**src/rtl/feature_window_if.sv**
```systemverilog
// feature_window_if: sample handshake and feature-set bundle between upstream, feature_window and its consumer
interface feature_window_if #(parameter int DATA_WIDTH = 8);
  logic [DATA_WIDTH-1:0] data_in;
  logic                  data_ready;
  logic                  data_processed;
  logic                  feature_valid;
  logic                  feature_ack;
  logic [DATA_WIDTH-1:0] feat_min;
  logic [DATA_WIDTH-1:0] feat_max;
  logic [DATA_WIDTH-1:0] feat_mean;
  logic [DATA_WIDTH-1:0] feat_range;
  modport master (
    output data_in, data_ready, feature_ack,
    input  data_processed, feature_valid, feat_min, feat_max, feat_mean, feat_range
  );
  modport slave (
    input  data_in, data_ready, feature_ack,
    output data_processed, feature_valid, feat_min, feat_max, feat_mean, feat_range
  );
endinterface

```
**src/rtl/feature_window.sv**
```systemverilog
// feature_window: windowed min/max/mean (and max-min when FEATURE_WINDOW_RANGE_EN is defined) over WINDOW samples
module feature_window #(
  parameter int DATA_WIDTH = 8,
  parameter int WINDOW     = 8
) (
  input  logic            clk,
  input  logic            reset,
  feature_window_if.slave bus
);
  localparam int LW = $clog2(WINDOW);
  typedef enum logic [1:0] {IDLE, CAPTURE, RELEASE, EMIT} state_e;
  state_e                 state_q, state_d;
  logic [DATA_WIDTH-1:0]  min_q, min_d, max_q, max_d;
  logic [DATA_WIDTH+LW-1:0] sum_q, sum_d;
  logic [LW:0]            cnt_q, cnt_d;
  logic [DATA_WIDTH-1:0]  fmin_q, fmax_q, fmean_q;
  logic                   take, full, emit_go, done, first;
  assign take    = state_q == IDLE && bus.data_ready;
  assign full    = cnt_q == (LW+1)'(WINDOW);
  assign emit_go = state_q == RELEASE && !bus.data_ready && full;
  assign done    = state_q == EMIT && bus.feature_ack;
  assign first   = cnt_q == '0;
  always_ff @(posedge clk)
    state_q <= reset ? IDLE : state_d;
  always_comb begin
    state_d = take ? CAPTURE :
              state_q == CAPTURE ? RELEASE :
              (state_q == RELEASE && !bus.data_ready) ? (full ? EMIT : IDLE) :
              done ? IDLE : state_q;
  end
  always_comb begin
    bus.data_processed = state_q == CAPTURE;
    bus.feature_valid  = state_q == EMIT;
  end
  always_comb begin
    min_d = done ? '0 : (take && (first || bus.data_in < min_q)) ? bus.data_in : min_q;
    max_d = done ? '0 : (take && (first || bus.data_in > max_q)) ? bus.data_in : max_q;
    sum_d = done ? '0 : take ? sum_q + (DATA_WIDTH+LW)'(bus.data_in) : sum_q;
    cnt_d = done ? '0 : take ? cnt_q + 1'b1 : cnt_q;
  end
  always_ff @(posedge clk) begin
    if (reset) begin
      min_q <= '0;
      max_q <= '0;
      sum_q <= '0;
      cnt_q <= '0;
    end else begin
      min_q <= min_d;
      max_q <= max_d;
      sum_q <= sum_d;
      cnt_q <= cnt_d;
    end
  end
  always_ff @(posedge clk) begin
    if (reset) begin
      fmin_q  <= '0;
      fmax_q  <= '0;
      fmean_q <= '0;
    end else if (emit_go) begin
      fmin_q  <= min_q;
      fmax_q  <= max_q;
      fmean_q <= DATA_WIDTH'(sum_q >> LW);
    end
  end
  assign bus.feat_min  = fmin_q;
  assign bus.feat_max  = fmax_q;
  assign bus.feat_mean = fmean_q;
`ifdef FEATURE_WINDOW_RANGE_EN
  logic [DATA_WIDTH-1:0] frange_q;
  always_ff @(posedge clk) begin
    if (reset) frange_q <= '0;
    else if (emit_go) frange_q <= max_q - min_q;
  end
  assign bus.feat_range = frange_q;
`else
  assign bus.feat_range = '0;
`endif
endmodule

```
**src/flat_wrapper.sv**
```systemverilog
// flat-port wrapper written by rule: the top's interface ports become plain ports
module feature_window_flat 
#(
  parameter int DATA_WIDTH = 8,
  parameter int WINDOW     = 8
)
  (clk, reset, bus_data_in, bus_data_ready, bus_feature_ack, bus_data_processed, bus_feature_valid, bus_feat_min, bus_feat_max, bus_feat_mean, bus_feat_range);
  feature_window_if #(.DATA_WIDTH(DATA_WIDTH)) bus_i ();
  input  logic clk;
  input  logic reset;
  input wire logic [$bits(bus_i.data_in)-1:0] bus_data_in;
  input wire logic [$bits(bus_i.data_ready)-1:0] bus_data_ready;
  input wire logic [$bits(bus_i.feature_ack)-1:0] bus_feature_ack;
  output wire logic [$bits(bus_i.data_processed)-1:0] bus_data_processed;
  output wire logic [$bits(bus_i.feature_valid)-1:0] bus_feature_valid;
  output wire logic [$bits(bus_i.feat_min)-1:0] bus_feat_min;
  output wire logic [$bits(bus_i.feat_max)-1:0] bus_feat_max;
  output wire logic [$bits(bus_i.feat_mean)-1:0] bus_feat_mean;
  output wire logic [$bits(bus_i.feat_range)-1:0] bus_feat_range;
  assign bus_i.data_in = bus_data_in;
  assign bus_i.data_ready = bus_data_ready;
  assign bus_i.feature_ack = bus_feature_ack;
  assign bus_data_processed = bus_i.data_processed;
  assign bus_feature_valid = bus_i.feature_valid;
  assign bus_feat_min = bus_i.feat_min;
  assign bus_feat_max = bus_i.feat_max;
  assign bus_feat_mean = bus_i.feat_mean;
  assign bus_feat_range = bus_i.feat_range;
  feature_window #(.DATA_WIDTH(DATA_WIDTH), .WINDOW(WINDOW)) u_core (.clk(clk), .reset(reset), .bus(bus_i));
endmodule
```
**config.mk**
```make
export PLATFORM = sky130hd
export DESIGN_NAME = feature_window_flat
export DESIGN_NICKNAME = d
export VERILOG_FILES = /design/src/rtl/feature_window_if.sv /design/src/rtl/feature_window.sv /design/src/flat_wrapper.sv
export SDC_FILE = /design/constraint.sdc
export NUM_CORES = 1
export LEC_CHECK = 0
export CORE_ASPECT_RATIO = 0.7
export CORE_MARGIN = 5
export CORE_UTILIZATION = 54
export DETAILED_ROUTE_END_ITERATION = 10
export MAX_ROUTING_LAYER = met4
export PLACE_DENSITY_LB_ADDON = 0.3
export SLEW_MARGIN = 20
export SYNTH_ARGS = -nofsm -noshare
export SYNTH_HDL_FRONTEND = slang
export SYNTH_SLANG_ARGS = --single-unit
```
**constraint.sdc**
```tcl
create_clock -name clk -period 2.32 [get_ports clk]
set_input_delay 0.232 -clock clk [delete_from_list [all_inputs] [get_ports clk]]
set_output_delay 0.232 -clock clk [all_outputs]
set_load 0.01 [all_outputs]
```
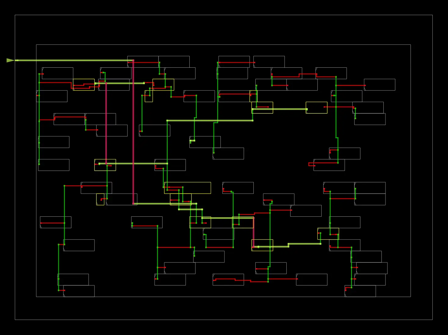
Figure 1: run 1, the clock network.
CTS sink count: 57
number of clock buffers in the layout: 10

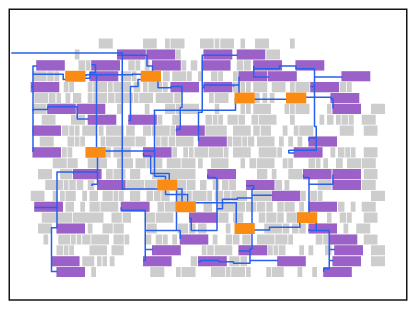
Figure 2: run 1, clock wires, drivers and flops.
(4 px per um)
clock wires -> blue  # length 736 um
cells driving clock nets -> orange  # count 9
flip-flops -> purple  # count 57
flops lie = spread over the die

==> impl_summary.log, run 1 <==
[report] extracting results
INFO  metric synth_top_cell_by_area = sky130_fd_sc_hd__dfxtp_1
INFO  metric layout-area-overhead-vs-synth = 20.5%
INFO  metric fin_max_slew_vios = 0
INFO  metric cts-root-buf = sky130_fd_sc_hd__clkbuf_8
INFO  metric pwr-share-seq = 0.453
INFO  metric place.detailed.instances = between 400 and 500
INFO  metric max-clock-path-buffers = 2
INFO  metric well_tap_count = 72
INFO  metric fin_tns_setup = 0 ns
INFO  metric wl_met2 = 3050 um
INFO  metric setup_viol = 0
INFO  metric top_level_ports = 46
INFO  metric layout.non_clock_buffers = 49
INFO  metric worstSetupEndpoint = u_core.sum_q[6]$_SDFFE_PP0P_
INFO  metric fin_worst_skew = 0.0107 ns
INFO  metric final-hold-violation-count = 0
INFO  metric met2_usage = 0.321
INFO  metric final-instance-count-excl-fill = 479
INFO  metric yosysChipArea = 0.00300 mm2
INFO  metric wl_per_cell = 14.4 um
INFO  metric nonClockInverterCount = 22
INFO  metric status = completed
INFO  metric detailroute.wirelength.met3 = 465 um
INFO  metric floorplan.rows = 22
INFO  metric timing.final.ws_setup = 0.229 ns
INFO  metric cp_data_arrival_time = 2.37 ns
INFO  metric worst-r2r-setup-slack = 0.36 ns
INFO  metric initialDrtViolationCount = approximately 140
INFO  metric comb_area_frac = 0.458
INFO  metric final_min_period_over_clock_period = 0.901
INFO  metric post_cts.repair.setup_buffers = 0
INFO  metric powerSeq = 0.00107 W
INFO  metric combGateArea = 0.00165 mm2
INFO  metric worstPathMaxFanout = 4
INFO  metric timing.final.crit_period = 2.09 ns
INFO  metric worst-setup-path-type = in -> reg
INFO  metric dpl.hpwl = 5150 um
INFO  metric power.clock.total = 0.000878 W
INFO  metric min_delay_worst_endpoint = u_core.bus.feat_min[2]$_SDFFE_PP0P_
INFO  metric highest_layer = met4
INFO  metric width_of_the_die = between 90 and 100 um
INFO  metric insertedDiodeCount = 0
INFO  metric ys_warn_count = 0
INFO  metric dp_worst_setup_slack = -0.0634 ns
INFO  metric power.share.clock = 0.371
INFO  metric fin_hold_ws = roughly 0.46 ns
INFO  metric path_class_of_the_lowest_slack_min_delay_path = reg -> reg
INFO  metric synth.top_cells.by_area = sky130_fd_sc_hd__dfxtp_1, sky130_fd_sc_hd__nand2_1, sky130_fd_sc_hd__ha_1, sky130_fd_sc_hd__a21oi_1, sky130_fd_sc_hd__mux2i_1
INFO  metric largest_register_ff_count = 11
INFO  metric die-area = 0.00716 mm2
INFO  metric hp-start = u_core.bus.feat_min[2]$_SDFFE_PP0P_
INFO  metric timing.fmax = between 400 and 500 MHz
INFO  metric post_synth_and_or_nand_nor_area_fraction = 0.203
INFO  metric sh_seq_area = 0.316
INFO  metric worstPathRequired = 2.60 ns
INFO  metric first_pass_iters = 4
INFO  metric place.gp.congestion = between 0.8 and 0.9
INFO  metric maximum_number_of_pins_on_one_net_before_global_route_repair = 34
INFO  metric wirelength = 6910 um
INFO  metric synth.comb.largest_family = simple AND/OR/NAND/NOR gates
INFO  metric clock_insertion_delay_worst_skew = 0.34 ns
INFO  metric power_report.internal_total = 0.00171 W
INFO  metric sequential_cell_total = 57
INFO  metric leakage = 1.41 nW
INFO  metric p_comb_frac = 0.177
INFO  metric cpPeakStageDelay = 0.54 ns
INFO  metric drcViolationCount = 0
INFO  metric yosys_cells = about 360
INFO  metric path_cells = clkdlybuf4s50_1 > ha_1 > inv_1 > fa_1 > nor2b_1 > o21a_1 > o211ai_1 > a2111o_1 > nand3_1
INFO  metric power-top-group = sequential cells
INFO  metric syn-mean-instance-area = 8.30 um2
INFO  metric post_synth_xor_xnor_area = 0.0117
INFO  metric cts_tree = yes
INFO  metric netlist_instances = 361
INFO  metric wl_met1 = 3330 um
INFO  metric fp_util = 0.564
INFO  metric design_power_total = 0.00237 W
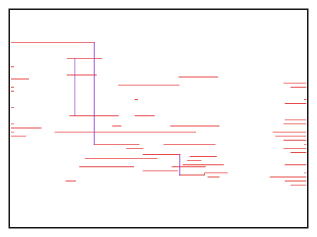
Figure 3: run 1, signal wires by layer.
(3 px per um) Two of the layers only.
met4 -> purple  # wire length 59.8 um
met3 -> red  # wire length 466 um

Figure 4. Pin map (run 1).
(4 px per um) Pins as bars across the die edge, other pins in grey.
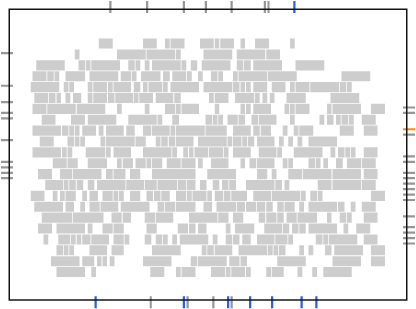

==> inputs of run 2 (changes only) <==
Settings changed: CORE_MARGIN 5 to 2.
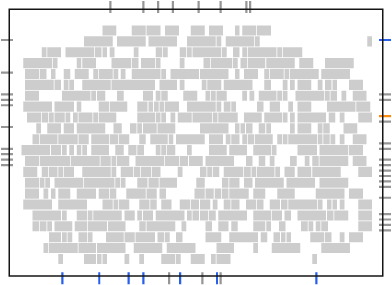
Figure 5: run 2, pin map.
(4 px per um) Pins as bars across the die edge, other pins in grey.
`reset` -> orange  # pins 1, direction input, edge right
`bus_feat_range` -> blue  # pins 8, direction output, edge 7 bottom, 1 right
all pins by edge = 18 right, 10 left, 10 bottom, 8 top

==> run 2 against run 1 <==
Net effect:
- cell count rose by 1.0%
- critical endpoint unchanged
- core utilization rose by 1.3 points
- combinational power rose by 3%
- power rose by 4.5%
- largest power group unchanged
- setup slack improved by 0.049 ns
==> impl_summary.log, run 2 <==
[report] extracting results
INFO  metric post_cts.repair.setup_buffers = 0 (unchanged)
INFO  metric layout.non_clock_buffers = 52 (was 49)
INFO  metric synth.top_cells.by_area = sky130_fd_sc_hd__dfxtp_1, sky130_fd_sc_hd__nand2_1, sky130_fd_sc_hd__ha_1, sky130_fd_sc_hd__a21oi_1, sky130_fd_sc_hd__mux2i_1 (unchanged)
INFO  metric width_of_the_die = 93.0 um (was 99.0 um)
INFO  metric fin_hold_ws = 0.450 ns (was 0.457 ns)
INFO  metric final_min_period_over_clock_period = 0.880 (was 0.901)
INFO  metric largest_register_ff_count = 11 (unchanged)
INFO  metric synth.comb.largest_family = simple AND/OR/NAND/NOR gates (unchanged)
INFO  metric filler_cell_count = 446 (was 436)
INFO  metric p_comb_frac = 0.174 (was 0.177)
INFO  metric combGateArea = 0.00165 mm2 (unchanged)
INFO  metric dpl.hpwl = 5050 um (was 5150 um)
INFO  metric yosysChipArea = 0.00300 mm2 (unchanged)
INFO  metric power_density = 676 mW/mm2 (was 656 mW/mm2)
INFO  metric fin_tns_setup = 0 ns (unchanged)
INFO  metric dp_worst_setup_slack = -0.0357 ns (was -0.0634 ns)
INFO  metric pwr-share-seq = 0.433 (was 0.453)
INFO  metric cts_tree = yes (unchanged)
INFO  metric floorplan.rows = 22 (unchanged)
INFO  metric initialDrtViolationCount = 178 (was 140)
INFO  metric first_pass_iters = 6 (was 4)
INFO  metric cts_hold_buffers = 0 (unchanged)
INFO  metric place.gp.congestion = 0.885 (was 0.877)
INFO  metric worstPathMaxFanout = 4 (unchanged)
INFO  metric power-top-group = sequential cells (unchanged)
INFO  metric setup_viol = 0 (unchanged)
INFO  metric drcViolationCount = 0 (unchanged)
INFO  metric sh_seq_area = 0.312 (was 0.316)
INFO  metric cp_data_arrival_time = 2.33 ns (was 2.37 ns)
INFO  metric wl_met1 = 3290 um (was 3330 um)
INFO  metric wl_met2 = 3020 um (was 3050 um)
INFO  metric io_buffers = 37 (unchanged)
INFO  metric design_power_total = 0.00247 W (was 0.00237 W)
INFO  metric leakage = 1.43 nW (was 1.41 nW)
INFO  metric maximum_number_of_pins_on_one_net_before_global_route_repair = 34 (unchanged)
INFO  metric timing.final.ws_setup = 0.278 ns (was 0.229 ns)
INFO  metric fp_util = 0.567 (was 0.564)
INFO  metric cts.sinks = 57 (unchanged)
INFO  metric power.share.clock = 0.393 (was 0.371)
INFO  metric worstPathRequired = 2.61 ns (was 2.60 ns)
INFO  metric buffer_area_frac = 0.132 (was 0.128)
INFO  metric path_cells = clkdlybuf4s50_1 > inv_1 > fa_1 > nor2b_1 > o21a_1 > o211ai_1 > a2111o_1 > nand3_1 (was clkdlybuf4s50_1 > ha_1 > inv_1 > fa_1 > nor2b_1 > o21a_1 > o211ai_1 > a2111o_1 > nand3_1)
INFO  metric highest_layer = met4 (unchanged)
INFO  metric worst-r2r-setup-slack = 0.33 ns (was 0.36 ns)
INFO  metric netlist_instances = 361 (unchanged)
INFO  metric cpPeakStageDelay = 0.56 ns (was 0.54 ns)
INFO  metric ys_warn_count = 0 (unchanged)
INFO  metric hp-start = u_core.bus.feat_mean[1]$_SDFFE_PP0P_ (was u_core.bus.feat_min[2]$_SDFFE_PP0P_)
INFO  metric nonClockInverterCount = 22 (unchanged)
INFO  metric final-hold-violation-count = 0 (unchanged)
INFO  metric layout.clock.cell_area_share = 0.0568 (was 0.0506)
INFO  metric wirelength = 6960 um (was 6910 um)
INFO  metric min_delay_worst_endpoint = u_core.bus.feat_mean[1]$_SDFFE_PP0P_ (was u_core.bus.feat_min[2]$_SDFFE_PP0P_)
INFO  metric max-clock-path-buffers = 2 (unchanged)
INFO  metric syn-mean-instance-area = 8.30 um2 (unchanged)
INFO  metric powerSeq = 0.00107 W (about the same)
INFO  metric fin_worst_skew = 0.00966 ns (was 0.0107 ns)
INFO  metric well_tap_count = 72 (unchanged)
INFO  metric power.clock.total = 0.000972 W (was 0.000878 W)
INFO  metric wl_per_cell = 14.4 um (about the same)
INFO  metric status = completed (unchanged)
INFO  metric synth_top_cell_by_area = sky130_fd_sc_hd__dfxtp_1 (unchanged)
INFO  metric die-area = 0.00617 mm2 (was 0.00716 mm2)
INFO  metric power_report.internal_total = 0.00180 W (was 0.00171 W)
INFO  metric grtUsageTotal = 0.256 (was 0.213)
INFO  metric post_synth_and_or_nand_nor_area_fraction = 0.203 (unchanged)
INFO  metric timing.final.crit_period = 2.04 ns (was 2.09 ns)
INFO  metric globalRouteOverflowTotal = 0 (unchanged)
INFO  metric comb_area_frac = 0.452 (was 0.458)
INFO  metric clock_buffers = 14 (was 10)
INFO  metric layout-area-overhead-vs-synth = 22.1% (was 20.5%)
INFO  metric worst-setup-path-type = in -> reg (unchanged)
INFO  metric synth.cellmix.compoundShare = 0.155 (unchanged)
INFO  metric regMostFlops = u_core.sum_q (unchanged)
INFO  metric top_level_ports = 46 (unchanged)
INFO  metric insertedDiodeCount = 0 (unchanged)
INFO  metric fin_max_slew_vios = 0 (unchanged)
INFO  metric final-instance-count-excl-fill = 484 (was 479)
INFO  metric yosys_cells = 361 (unchanged)
INFO  metric detailroute.wirelength.met3 = 530 um (was 465 um)
INFO  metric clock_insertion_delay_worst_skew = 0.35 ns (was 0.34 ns)
INFO  metric sequential_cell_total = 57 (unchanged)
INFO  metric path_class_of_the_lowest_slack_min_delay_path = reg -> reg (unchanged)
INFO  metric place.detailed.instances = 468 (was 465)
INFO  metric met1_track_utilization_from_global_routing = 0.320 (was 0.275)
==> inputs of run 3 (changes only) <==
Settings changed: CAP_MARGIN set to 15.
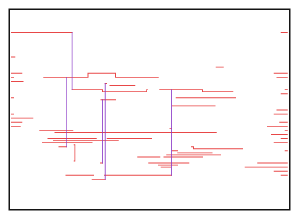
Figure 6: run 3, signal wires by layer.
(3 px per um) Two of the layers only.
met3 -> red  # wire length 531 um
met4 -> purple  # wire length 124 um

==> run 3 against run 2 <==
Net effect:
- clock skew unchanged
- setup slack unchanged
- synthesized cell count unchanged
- largest cell class unchanged
==> impl_summary.log, run 3 <==
[report] extracting results
INFO  metric status = completed (unchanged)
INFO  metric first_pass_iters = 6 (unchanged)
INFO  metric sh_seq_area = 0.312 (unchanged)
INFO  metric leakage = 1.43 nW (unchanged)
INFO  metric fin_hold_ws = 0.450 ns (unchanged)
INFO  metric ys_warn_count = 0 (unchanged)
INFO  metric path_class_of_the_lowest_slack_min_delay_path = reg -> reg (unchanged)
INFO  metric detailroute.wirelength.met3 = 530 um (unchanged)
INFO  metric wl_met1 = 3290 um (unchanged)
INFO  metric max-clock-path-buffers = 2 (unchanged)
INFO  metric met1_track_utilization_from_global_routing = 0.320 (unchanged)
INFO  metric cpPeakStageDelay = 0.56 ns (about the same)
INFO  metric layout.clock.cell_area_share = 0.0568 (unchanged)
INFO  metric cts_tree = yes (unchanged)
INFO  metric globalRouteOverflowTotal = 0 (unchanged)
INFO  metric netlist_instances = 361 (unchanged)
INFO  metric dp_worst_setup_slack = -0.0357 ns (unchanged)
INFO  metric yosys_cells = 361 (unchanged)
INFO  metric fp_util = 0.567 (unchanged)
INFO  metric grtUsageTotal = 0.256 (unchanged)
INFO  metric p_comb_frac = 0.174 (about the same)
INFO  metric comb_area_frac = 0.452 (unchanged)
INFO  metric post_synth_xor_xnor_area = 0.0117 (unchanged)
INFO  metric min_delay_worst_endpoint = u_core.bus.feat_mean[1]$_SDFFE_PP0P_ (unchanged)
INFO  metric synth.cellmix.compoundShare = 0.155 (unchanged)
INFO  metric power_report.internal_total = 0.00180 W (unchanged)
INFO  metric pwr-share-seq = 0.433 (about the same)
INFO  metric wirelength = 6960 um (unchanged)
INFO  metric worstSetupEndpoint = u_core.sum_q[6]$_SDFFE_PP0P_ (unchanged)
INFO  metric powerSeq = 0.00107 W (about the same)
INFO  metric post_synth_and_or_nand_nor_area_fraction = 0.203 (unchanged)
INFO  metric design_power_total = 0.00247 W (unchanged)
INFO  metric regMostFlops = u_core.sum_q (unchanged)
INFO  metric path_cells = clkdlybuf4s50_1 > inv_1 > fa_1 > nor2b_1 > o21a_1 > o211ai_1 > a2111o_1 > nand3_1 (unchanged)
INFO  metric synth.top_cells.by_area = sky130_fd_sc_hd__dfxtp_1, sky130_fd_sc_hd__nand2_1, sky130_fd_sc_hd__ha_1, sky130_fd_sc_hd__a21oi_1, sky130_fd_sc_hd__mux2i_1 (unchanged)
INFO  metric combGateArea = 0.00165 mm2 (unchanged)
INFO  metric width_of_the_die = 93.0 um (unchanged)
INFO  metric worst-r2r-setup-slack = 0.33 ns (about the same)
No activity file was given, so power comes from the tool's default toggle rates.
